Fig. 1: run 1, M1 wires
Cells faint in the background.
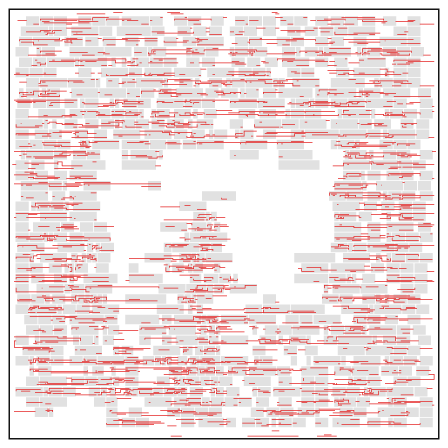
Fig. 2: run 1, signal wires on met2
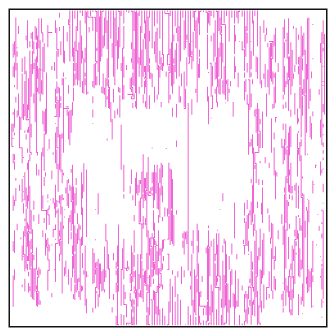
Fig. 3: run 1, the metal 3 layer
Cells faint in the background.
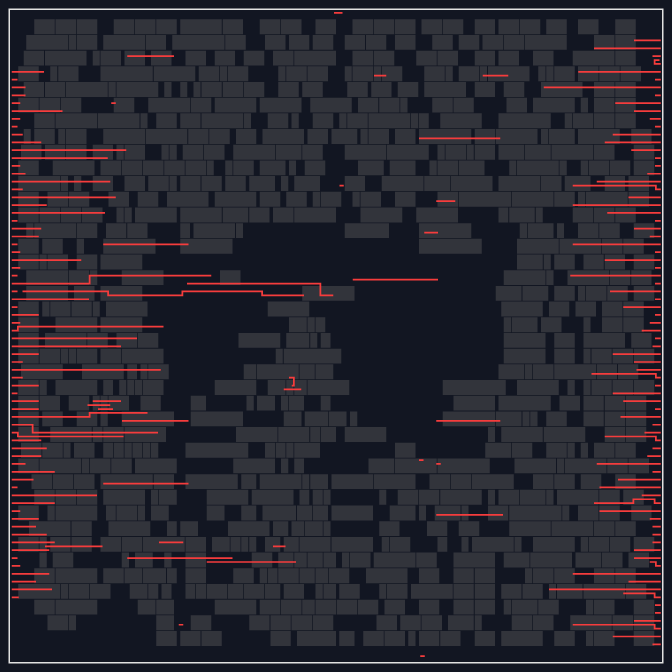
Fig. 4: run 1, metal 4
The bar under the picture is 20 µm long. Cells faint in the background.
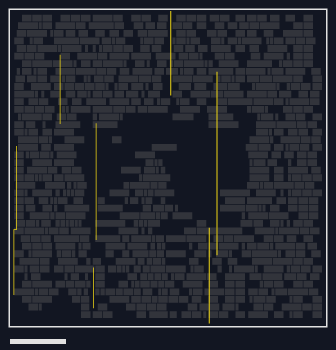
--- config.mk ---
export PLATFORM = sky130hd
export DESIGN_NAME = mem_wb_pipe_flat
export DESIGN_NICKNAME = d
export VERILOG_FILES = /design/src/rtl/mem_wb_pipe_pkg.sv /design/src/rtl/mem_wb_pipe_if.sv /design/src/rtl/mem_wb_pipe_mem_access_fsm.sv /design/src/rtl/mem_wb_pipe.sv /design/src/flat_wrapper.sv
export SDC_FILE = /design/constraint.sdc
export NUM_CORES = 1
export LEC_CHECK = 0
export ABC_CLOCK_PERIOD_IN_PS = 3300
export CAP_MARGIN = 20
export CORE_UTILIZATION = 44
export DETAILED_ROUTE_END_ITERATION = 12
export PLACE_DENSITY = 0.92
export SKIP_CTS_REPAIR_TIMING = 1
export SLEW_MARGIN = 20
export SYNTH_ARGS = -nofsm -noshare
export SYNTH_HDL_FRONTEND = slang
export SYNTH_HIERARCHICAL = 1
export SYNTH_SLANG_ARGS = --single-unit
--- constraint.sdc ---
create_clock -name clk -period 3.3 [get_ports clk]
set_input_delay 0.66 -clock clk [delete_from_list [all_inputs] [get_ports clk]]
set_output_delay 0.66 -clock clk [all_outputs]
set_load 0.005 [all_outputs]
--- src/rtl/mem_wb_pipe_pkg.sv ---
// mem_wb_pipe_pkg: shared widths, register-zero constant and memory-access FSM encoding.
package mem_wb_pipe_pkg;
    localparam int REG_W = 5;
    localparam int DATA_W = 32;
    localparam logic [REG_W-1:0] REG_ZERO = 5'd0;
    typedef enum logic [1:0] {
        IDLE  = 2'd0,
        WAIT  = 2'd1,
        ABORT = 2'd2
    } memState_t;
endpackage

--- src/rtl/mem_wb_pipe_if.sv ---
// mem_wb_pipe_if: data-memory bus between the MEM stage (master) and the memory (slave).
interface mem_wb_pipe_if;
    import mem_wb_pipe_pkg::*;
    logic [DATA_W-1:0] memAddr;
    logic [DATA_W-1:0] memWData;
    logic [DATA_W-1:0] memReadData;
    logic              memRe;
    logic              memWe;
    logic              memReady;
    modport master (output memAddr, memWData, memRe, memWe, input memReady, memReadData);
    modport slave (input memAddr, memWData, memRe, memWe, output memReady, memReadData);
endinterface

--- src/rtl/mem_wb_pipe_mem_access_fsm.sv ---
// mem_access_fsm: data-memory handshake with wait counting, timeout abort and stall generation.
module mem_access_fsm
    import mem_wb_pipe_pkg::*;
#(
    parameter int MEM_TIMEOUT = 16
) (
    input  logic clk,
    input  logic reset,
    input  logic rdReq,
    input  logic wrReq,
    input  logic memReady,
    output logic memStall,
    output logic memRe,
    output logic memWe,
    output logic memErr,
    output logic abort
);
    memState_t  state, stateNext;
    logic [7:0] cnt, cntNext;
    logic       memOp;
    always_ff @(posedge clk) begin
        if (reset) begin
            state <= IDLE;
            cnt   <= 8'd0;
        end else begin
            state <= stateNext;
            cnt   <= cntNext;
        end
    end
    always_comb begin
        memOp     = rdReq | wrReq;
        stateNext = state;
        cntNext   = cnt;
        case (state)
            IDLE: if (memOp && !memReady) begin
                stateNext = WAIT;
                cntNext   = 8'd1;
            end
            WAIT: if (memReady) begin
                stateNext = IDLE;
                cntNext   = 8'd0;
            end else if (cnt == 8'(MEM_TIMEOUT - 1)) begin
                stateNext = ABORT;
                cntNext   = 8'd0;
            end else begin
                cntNext = cnt + 8'd1;
            end
            default: begin
                stateNext = IDLE;
                cntNext   = 8'd0;
            end
        endcase
        abort = state == ABORT;
        // outputs are gated by reset so a sync reset mid-access shows a quiet bus at once
        memStall = ~reset & memOp & ~memReady & ~abort;
        memRe    = ~reset & rdReq & ~abort;
        memWe    = ~reset & wrReq & ~abort;
        memErr   = ~reset & abort;
    end
endmodule

--- src/rtl/mem_wb_pipe.sv ---
// mem_wb_pipe: EX/MEM and MEM/WB pipeline registers, data-memory access and stall generation.
// Optional stall counter output enabled by MEM_WB_STALL_CNT_EN.
module mem_wb_pipe
    import mem_wb_pipe_pkg::*;
#(
    parameter int MEM_TIMEOUT = 16
) (
    input  logic              clk,
    input  logic              reset,
    input  logic              valid_IDEX,
    input  logic [DATA_W-1:0] result,
    input  logic [DATA_W-1:0] storeData,
    input  logic [REG_W-1:0]  rd_IDEX,
    input  logic              regWrite_IDEX,
    input  logic              memRead_IDEX,
    input  logic              memWrite_IDEX,
    input  logic              memToReg_IDEX,
    input  logic [REG_W-1:0]  rs_IFID,
    input  logic [REG_W-1:0]  rt_IFID,
    input  logic              flush,
    mem_wb_pipe_if.master     mem,
    output logic [DATA_W-1:0] result_EXMEM,
    output logic [REG_W-1:0]  rd_EXMEM,
    output logic              regWrite_EXMEM,
    output logic [REG_W-1:0]  rd_MEMWB,
    output logic              regWrite_MEMWB,
    output logic [DATA_W-1:0] valueToWB,
    output logic              memStall,
    output logic              loadUseStall,
    output logic              memErr
`ifdef MEM_WB_STALL_CNT_EN
    ,
    output logic [DATA_W-1:0] stallCount
`endif
);
    logic              valid_EXMEM, memRead_EXMEM, memWrite_EXMEM, memToReg_EXMEM;
    logic              validIn, abort;
    logic [DATA_W-1:0] storeData_EXMEM;
    assign validIn      = valid_IDEX & ~flush;
    assign mem.memAddr  = result_EXMEM;
    assign mem.memWData = storeData_EXMEM;
    assign loadUseStall = ~reset & ~memStall & valid_IDEX & memRead_IDEX & (rd_IDEX != REG_ZERO)
                        & ((rd_IDEX == rs_IFID) | (rd_IDEX == rt_IFID));
    mem_access_fsm #(.MEM_TIMEOUT(MEM_TIMEOUT)) u_fsm (
        .clk      (clk),
        .reset    (reset),
        .rdReq    (valid_EXMEM & memRead_EXMEM),
        .wrReq    (valid_EXMEM & memWrite_EXMEM),
        .memReady (mem.memReady),
        .memStall (memStall),
        .memRe    (mem.memRe),
        .memWe    (mem.memWe),
        .memErr   (memErr),
        .abort    (abort)
    );
    always_ff @(posedge clk) begin
        if (reset) begin
            valid_EXMEM     <= 1'b0;
            result_EXMEM    <= '0;
            storeData_EXMEM <= '0;
            rd_EXMEM        <= '0;
            regWrite_EXMEM  <= 1'b0;
            memRead_EXMEM   <= 1'b0;
            memWrite_EXMEM  <= 1'b0;
            memToReg_EXMEM  <= 1'b0;
            rd_MEMWB        <= '0;
            regWrite_MEMWB  <= 1'b0;
            valueToWB       <= '0;
        end else begin
            if (!memStall) begin
                valid_EXMEM     <= validIn;
                result_EXMEM    <= result;
                storeData_EXMEM <= storeData;
                rd_EXMEM        <= rd_IDEX;
                regWrite_EXMEM  <= validIn & regWrite_IDEX & (rd_IDEX != REG_ZERO);
                memRead_EXMEM   <= memRead_IDEX;
                memWrite_EXMEM  <= memWrite_IDEX;
                memToReg_EXMEM  <= memToReg_IDEX;
            end
            // a stalled access or an abandoned load leaves a bubble in write-back
            if (memStall || (abort && memRead_EXMEM)) begin
                regWrite_MEMWB <= 1'b0;
            end else begin
                rd_MEMWB       <= rd_EXMEM;
                regWrite_MEMWB <= regWrite_EXMEM;
                valueToWB      <= memToReg_EXMEM ? mem.memReadData : result_EXMEM;
            end
        end
    end
`ifdef MEM_WB_STALL_CNT_EN
    always_ff @(posedge clk) begin
        if (reset) stallCount <= '0;
        else if ((memStall || loadUseStall) && stallCount != '1) stallCount <= stallCount + 1'b1;
    end
`endif
endmodule
--- src/flat_wrapper.sv ---
// flat-port wrapper written by rule: the top's interface ports become plain ports
module mem_wb_pipe_flat import mem_wb_pipe_pkg::*;
#(
    parameter int MEM_TIMEOUT = 16
)
  (clk, reset, valid_IDEX, result, storeData, rd_IDEX, regWrite_IDEX, memRead_IDEX, memWrite_IDEX, memToReg_IDEX, rs_IFID, rt_IFID, flush, result_EXMEM, rd_EXMEM, regWrite_EXMEM, rd_MEMWB, regWrite_MEMWB, valueToWB, memStall, loadUseStall, memErr, mem_memAddr, mem_memWData, mem_memRe, mem_memWe, mem_memReady, mem_memReadData);
  mem_wb_pipe_if mem_i ();
  input  logic clk;
  input  logic reset;
  input  logic valid_IDEX;
  input  logic [DATA_W-1:0] result;
  input  logic [DATA_W-1:0] storeData;
  input  logic [REG_W-1:0] rd_IDEX;
  input  logic regWrite_IDEX;
  input  logic memRead_IDEX;
  input  logic memWrite_IDEX;
  input  logic memToReg_IDEX;
  input  logic [REG_W-1:0] rs_IFID;
  input  logic [REG_W-1:0] rt_IFID;
  input  logic flush;
  output logic [DATA_W-1:0] result_EXMEM;
  output logic [REG_W-1:0] rd_EXMEM;
  output logic regWrite_EXMEM;
  output logic [REG_W-1:0] rd_MEMWB;
  output logic regWrite_MEMWB;
  output logic [DATA_W-1:0] valueToWB;
  output logic memStall;
  output logic loadUseStall;
  output logic memErr;
  output wire logic [$bits(mem_i.memAddr)-1:0] mem_memAddr;
  output wire logic [$bits(mem_i.memWData)-1:0] mem_memWData;
  output wire logic [$bits(mem_i.memRe)-1:0] mem_memRe;
  output wire logic [$bits(mem_i.memWe)-1:0] mem_memWe;
  input wire logic [$bits(mem_i.memReady)-1:0] mem_memReady;
  input wire logic [$bits(mem_i.memReadData)-1:0] mem_memReadData;
  assign mem_memAddr = mem_i.memAddr;
  assign mem_memWData = mem_i.memWData;
  assign mem_memRe = mem_i.memRe;
  assign mem_memWe = mem_i.memWe;
  assign mem_i.memReady = mem_memReady;
  assign mem_i.memReadData = mem_memReadData;
  mem_wb_pipe #(.MEM_TIMEOUT(MEM_TIMEOUT)) u_core (.clk(clk), .reset(reset), .valid_IDEX(valid_IDEX), .result(result), .storeData(storeData), .rd_IDEX(rd_IDEX), .regWrite_IDEX(regWrite_IDEX), .memRead_IDEX(memRead_IDEX), .memWrite_IDEX(memWrite_IDEX), .memToReg_IDEX(memToReg_IDEX), .rs_IFID(rs_IFID), .rt_IFID(rt_IFID), .flush(flush), .mem(mem_i), .result_EXMEM(result_EXMEM), .rd_EXMEM(rd_EXMEM), .regWrite_EXMEM(regWrite_EXMEM), .rd_MEMWB(rd_MEMWB), .regWrite_MEMWB(regWrite_MEMWB), .valueToWB(valueToWB), .memStall(memStall), .loadUseStall(loadUseStall), .memErr(memErr));
endmodule
==> ci_impl_report.md, run 1 <==
## Synthesis and layout report

| Metric | Value |
|---|---|
| Outcome | finished, final reports clean |
| Setup crit start kind | primary input |
| And+or+nand+nor area frac | 12.2% |
| R2R Setup Slk | 940 ps |
| Fin Clk Skew | between 4 and 5 ps |
| Dpl hpwl | 10.5 mm |
| Pre-Repair DR Iteration Count | 4 |
| Asr flop ratio synth | 0% |
| Final design utilization | 69.8% |
| Tot Pwr | about 3900 µW |
| CP delay by family, top | buffers and inverters |
| Core Box Area | 12000 µm² |
| Largest cells by area | dfxtp_1 45%, mux2i_1 19%, nor2_1 7.8% |
| Seq area share | just under 30% |
| Number of clock buffers in the layout | 20 |
| Gr busiest metal | met2 |
| CP Launch Point | mem_memReady |
| Logic family by area | multiplexers |
| AND-OR/OR-AND Cells, Area Fraction | 11.6% |
| Ys flop type | dfxtp_1 |
| Max VDD drop | 0.365 mV |
| Switching share of total power | between 20% and 30% |
| Max-slew violation count | 0 |
| Max-area cell share | about 45% |
| Syn_area_per_cell | 10.4 µm² |
| Filler cell count | 867 |
| Worst Hold Class | flip-flop to flip-flop |
| Fraction of area in non-clock buffers | 32.3% |
| Worst path arrival time | 2490 ps |
| Fp_density | 45.2% |
| P&R area growth vs syn | 54.5% |
| CTS buffer count | 17 |
| Slew @ Worst Pin | 1030 ps |
| Uppermost routed layer | met4 |
| Non-Filler Instances | 905 |
| Setup CP Type | primary input to primary output |
| Post-synth EDFFs | 0 |
| Slowest CP cell | clkdlybuf4s50_1 |
| Origin of the critical flop-to-flop path | u_core/u_fsm/state[0] |
| Global-route wire length before repair | approximately 23 mm |
| DIE HEIGHT | 113 µm |
| Top cell category | non-clock buffers |
| Final setup violation count | 0 |
| Synthesized instance count | 523 |
| Flop pwr share | 41.2% |
| Gate power share | between 10 and 15% |
| Synth mux share | 19.2% |
| Max-cap violations | 0 |
| Final period util | 95.4% |
| Synth top cell by count | dfxtp_1 |
| Antenna Nets Post-Route | 0 |
| Clock latency on the worst-skew pair | 400 ps |
| Sw Pwr | ~860 µW |
| Worst Min Path Start | u_core/rd_MEMWB[3] |
| Setup crit end | loadUseStall |
| CTS Sinks | between 100 and 150 |
| H-tree levels | 4 |
| Met2 Wirelength | 7.45 mm |
| Antenna Diode Count | 0 |
| WHS | 458 ps |
| Worst reg2reg path depth | 6 |
| Unrepaired setup endpoints after global routing | no |
| Routed vias/inst | 5.03 |
| Min Tclk post-route | 3150 ps |
| MI comb cells | 334 |
| Max Freq | 318 MHz |
| Global Route Usage Sum | 22.7% |
| Main power group | clock |
| Top-Level Pins | 265 |
| Chip Width | 113 µm |
| Worst Hold End | u_core/rd_MEMWB[3] |
| FP Rows | 40 |
| Seq pwr | roughly 1600 µW |
| PortBufs | around 260 |
| Critical path buffers and inverters | 2 |
| Yosys chip area | around 5400 µm² |
| Root Buffer | clkbuf_16 |
| CP endpoint kind | primary output |
| Largest net degree at the start of global routing | 65 |
| Internal | 3090 µW |
| Most used cell, CP | clkdlybuf4s50_1 |
| Clk buf depth | 2 |
| Final WS setup | 151 ps |
| Top cells by count | 122 x dfxtp_1, 113 x nor2_1, 104 x mux2i_1 |
| Die footprint | approximately 13000 µm² |
| Drt wl/cell | approximately 16 µm |
| Place WS | 187 ps |
| Logic area | 2480 µm² |
| Sequential area share after synthesis | 45.0% |
| GR Util met2 | about two fifths |
| Final GP Congestion | 0.826 |
| R2r endpoint | u_core/mem.memAddr[25] |
| Nets at Floorplan | 644 |
| DR WL met3 | 1.18 mm |
| Worst path cell trace | clkdlybuf4s50_1 -> o21bai_4 -> nor3_2 -> nor4bb_1 -> o21ai_1 -> a21oi_1 -> clkdlybuf4s50_1 |
| Starting DRC count in detailed routing | 201 |
-- Fig. 1 (at the start) --
share of all routed wire = 38%
main direction = horizontal
wire length on this layer = 5550 µm
longest straight run = 30.4 µm
nets with wire on the layer = 757
met1 Use GR: 23.7%
Vias: 4551
final WL: 14.4 mm

-- Fig. 2 (at the start) --
longest straight run = 59.8 µm
wire length on this layer = 7450 µm
share of all routed wire = 52%
main direction = vertical
nets with wire on the layer = 774

-- Fig. 3 (at the start) --
share of all routed wire = 8.2%
main direction = horizontal

-- Fig. 4 (at the start) --
longest straight run = 65.3 µm
nets with wire on the layer = 5
main direction = vertical

==> run 2: changes to the inputs <==
--- a/config.mk
+++ b/config.mk
@@ -8,6 +8,7 @@
 export ABC_CLOCK_PERIOD_IN_PS = 3300
 export CAP_MARGIN = 20
 export CORE_UTILIZATION = 44
+export CTS_CLUSTER_SIZE = 24
 export DETAILED_ROUTE_END_ITERATION = 12
 export PLACE_DENSITY = 0.92
 export SKIP_CTS_REPAIR_TIMING = 1
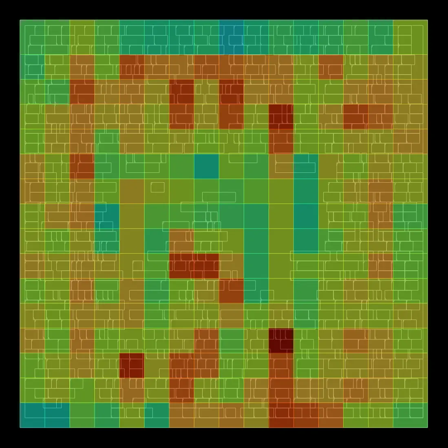
Fig. 5. Routing congestion map (run 2).
final design utilization: 69.8%
met3 usage: 8.03%
GR Util met2: 41.6%
Global Route Usage Sum: 22.7%

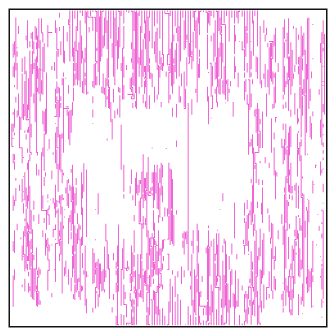
Fig. 6. Signal wires on met2 (run 2).
nets with wire on the layer = 774
longest straight run = 59.8 µm
main direction = vertical
share of all routed wire = 52%

==> run 2 against run 1 <==
Worst hold slack did not move. Utilization stayed put. Non-clock buffer count stayed put. Critical endpoint unchanged. Cell count stayed put. Sequential cell count is the same. Global-route usage stayed put. Sequential power about the same. Total power stayed put. Synthesized cell count did not move. Setup slack did not move. Critical path depth stayed put.
==> ci_impl_report.md, run 2 <==
## Synthesis and layout report

| Metric | Value |
|---|---|
| Tool Warnings | 26 (unchanged) |
| Min Tclk post-route | 3150 ps (unchanged) |
| CP delay by family, top | buffers and inverters (unchanged) |
| Initial antenna violation count | 0 (unchanged) |
| Synth top cell by count | dfxtp_1 (unchanged) |
| Register Area | 2440 µm² (unchanged) |
| ClkCell Share | 6.73% (unchanged) |
| Seq area share | 29.1% (unchanged) |
| Sequential area share after synthesis | 45.0% (unchanged) |
| Seq pwr | 1620 µW (about the same) |
| Flops after synth | 122 (unchanged) |
| Synth mux share | 19.2% (unchanged) |
| XOR/XNOR Fraction of Synth Area | 2.58% (unchanged) |
| Post-synth EDFFs | 0 (unchanged) |
| Outcome | finished, final reports clean (unchanged) |
| Antenna Diode Count | 0 (unchanged) |
| # Cells Yosys | 523 (unchanged) |
| Nets | 868 (unchanged) |
| Synthesized instance count | 523 (unchanged) |
| Hold Path Cell Cnt | 2 (unchanged) |
| Largest net degree at the start of global routing | 65 (unchanged) |
| Uppermost routed layer | met4 (unchanged) |
| Global-route wire length before repair | 22.7 mm (unchanged) |
| Final WS setup | 151 ps (unchanged) |
| Die footprint | 12800 µm² (unchanged) |
| Starting DRC count in detailed routing | 201 (unchanged) |
| Final GP Congestion | 0.826 (unchanged) |
| Worst Min Path Start | u_core/rd_MEMWB[3] (unchanged) |
| R2r endpoint | u_core/mem.memAddr[25] (unchanged) |
| Worst reg2reg path depth | 6 (unchanged) |
| CTS Sinks | 122 (unchanged) |
| Tot Pwr | 3940 µW (unchanged) |
| Syn_area_per_cell | 10.4 µm² (unchanged) |
| MI comb cells | 334 (unchanged) |
| Rel. slew slack | 31.3% (unchanged) |
| Max VDD drop | 0.365 mV (unchanged) |
| Worst path cell trace | clkdlybuf4s50_1 -> o21bai_4 -> nor3_2 -> nor4bb_1 -> o21ai_1 -> a21oi_1 -> clkdlybuf4s50_1 (unchanged) |
| CTS tree | yes (unchanged) |
| Largest cells by area | dfxtp_1 45%, mux2i_1 19%, nor2_1 7.8% (unchanged) |
| WHS | 458 ps (unchanged) |
| Nets at Floorplan | 644 (unchanged) |
| Non-Filler Instances | 905 (unchanged) |
| CP Launch Point | mem_memReady (unchanged) |
| CP endpoint kind | primary output (unchanged) |
| Most used cell, CP | clkdlybuf4s50_1 (unchanged) |
| Ys flop type | dfxtp_1 (unchanged) |
| Max-slew violation count | 0 (unchanged) |
| Max-area cell share | 45.0% (unchanged) |
| Chip Width | 113 µm (unchanged) |
| Max-cap violations | 0 (unchanged) |
| Internal | 3090 µW (unchanged) |
| Fp_density | 45.2% (unchanged) |
| Place WS | 187 ps (unchanged) |
| DIE HEIGHT | 113 µm (unchanged) |
| Logic area | 2480 µm² (unchanged) |
| Logic family by area | multiplexers (unchanged) |
| Crit path max fanout | 4 (unchanged) |
| Syn. warnings | 6 (unchanged) |
| Clock share of power | 45.1% (about the same) |
| DR WL met3 | 1.18 mm (unchanged) |
| Clock group power | 1780 µW (about the same) |
| Fin. Hold Viols | 0 (unchanged) |
| Area leader, netlist | dfxtp_1 (unchanged) |
| Pre-Repair DR Iteration Count | 4 (unchanged) |
| Most common logic cells in the final layout | 263 x clkdlybuf4s50_1, 121 x dfxtp_1, 113 x nor2_1 (unchanged) |
| PortBufs | 264 (unchanged) |
| Worst path max stage delay | 530 ps (about the same) |
| Fraction of area in non-clock buffers | 32.3% (unchanged) |
| Worst Hold End | u_core/rd_MEMWB[3] (unchanged) |
| And+or+nand+nor area frac | 12.2% (unchanged) |
| Final WL | 14.4 mm (unchanged) |
| Fin Clk Skew | 4.31 ps (unchanged) |
| Setup CP Type | primary input to primary output (unchanged) |
| Switching share of total power | 21.7% (unchanged) |
| Sw Pwr | 855 µW (unchanged) |
| Gate power share | 13.8% (about the same) |
| Clk buf depth | 2 (unchanged) |
| Leak | 0.00308 µW (unchanged) |
| Share of layout cells above drive strength 1 | 10.6% (unchanged) |
| DRC viols | 0 (unchanged) |
| Slew @ Worst Pin | 1030 ps (unchanged) |
| R2R Setup Slk | 940 ps (about the same) |
| Top cell category | non-clock buffers (unchanged) |
| Number of clock buffers in the layout | 20 (unchanged) |
| Top cells by count | 122 x dfxtp_1, 113 x nor2_1, 104 x mux2i_1 (unchanged) |
| CTS buffer count | 17 (unchanged) |
| Tap Count | 147 (unchanged) |
| Post-placement cell count | 875 (unchanged) |
| Yosys chip area | 5430 µm² (unchanged) |
| Unrepaired setup endpoints after global routing | no (unchanged) |
| Non-clock inverter total of the final layout | 1 (unchanged) |
| Main power group | clock (unchanged) |
| Asr flop ratio synth | 0% (unchanged) |
| Vias in the first global route | 4611 (unchanged) |
| Gr busiest metal | met2 (unchanged) |
| Flop pwr share | 41.2% (about the same) |
| H-tree levels | 4 (unchanged) |
| Seq_cells | 122 (unchanged) |
| Top-Level Pins | 265 (unchanged) |
| Comb/total area | 29.6% (unchanged) |
| Drt wl/cell | 16.0 µm (unchanged) |
| Worst Hold Class | flip-flop to flip-flop (unchanged) |
| Met1 Use GR | 23.7% (unchanged) |
| Filler cell count | 867 (unchanged) |
| Met2 Wirelength | 7.45 mm (unchanged) |
| PD cells | 470 nW/µm² (unchanged) |
| Grt ovf | 0 (unchanged) |
| Critical path buffers and inverters | 2 (unchanged) |
| Clk slew on worst S/H paths | 50 ps (about the same) |
| Routed vias/inst | 5.03 (unchanged) |
| Final period util | 95.4% (unchanged) |
| Cell Area, Placed | 7820 µm² (unchanged) |
| Setup crit end | loadUseStall (unchanged) |
| Total negative slack | 0 ps (unchanged) |
| Commonest Layout Cell | clkdlybuf4s50_1 (unchanged) |
| Worst Path Required | 2640 ps (about the same) |
| Clock latency on the worst-skew pair | 400 ps (about the same) |
| Setup crit start kind | primary input (unchanged) |
| Non-CTS buffers | 271 (unchanged) |
| Logic power comb | 542 µW (about the same) |
| Max Freq | 318 MHz (unchanged) |
| Antenna Nets Post-Route | 0 (unchanged) |
| Root Buffer | clkbuf_16 (unchanged) |
| Final setup violation count | 0 (unchanged) |
| Core Box Area | 12000 µm² (unchanged) |
| AND-OR/OR-AND Cells, Area Fraction | 11.6% (unchanged) |
| Slowest CP cell | clkdlybuf4s50_1 (unchanged) |
| FP Rows | 40 (unchanged) |
| P&R area growth vs syn | 54.5% (unchanged) |
| Dpl hpwl | 10.5 mm (unchanged) |
| Worst path arrival time | 2490 ps (about the same) |
| Post-Syn Area | 5430 µm² (unchanged) |
| Vias | 4551 (unchanged) |
| Origin of the critical flop-to-flop path | u_core/u_fsm/state[0] (unchanged) |
| Critical path depth | 7 (unchanged) |
| Fa+ha+maj area frac | 0.231% (unchanged) |
No activity file was given, so power comes from the tool's default toggle rates.
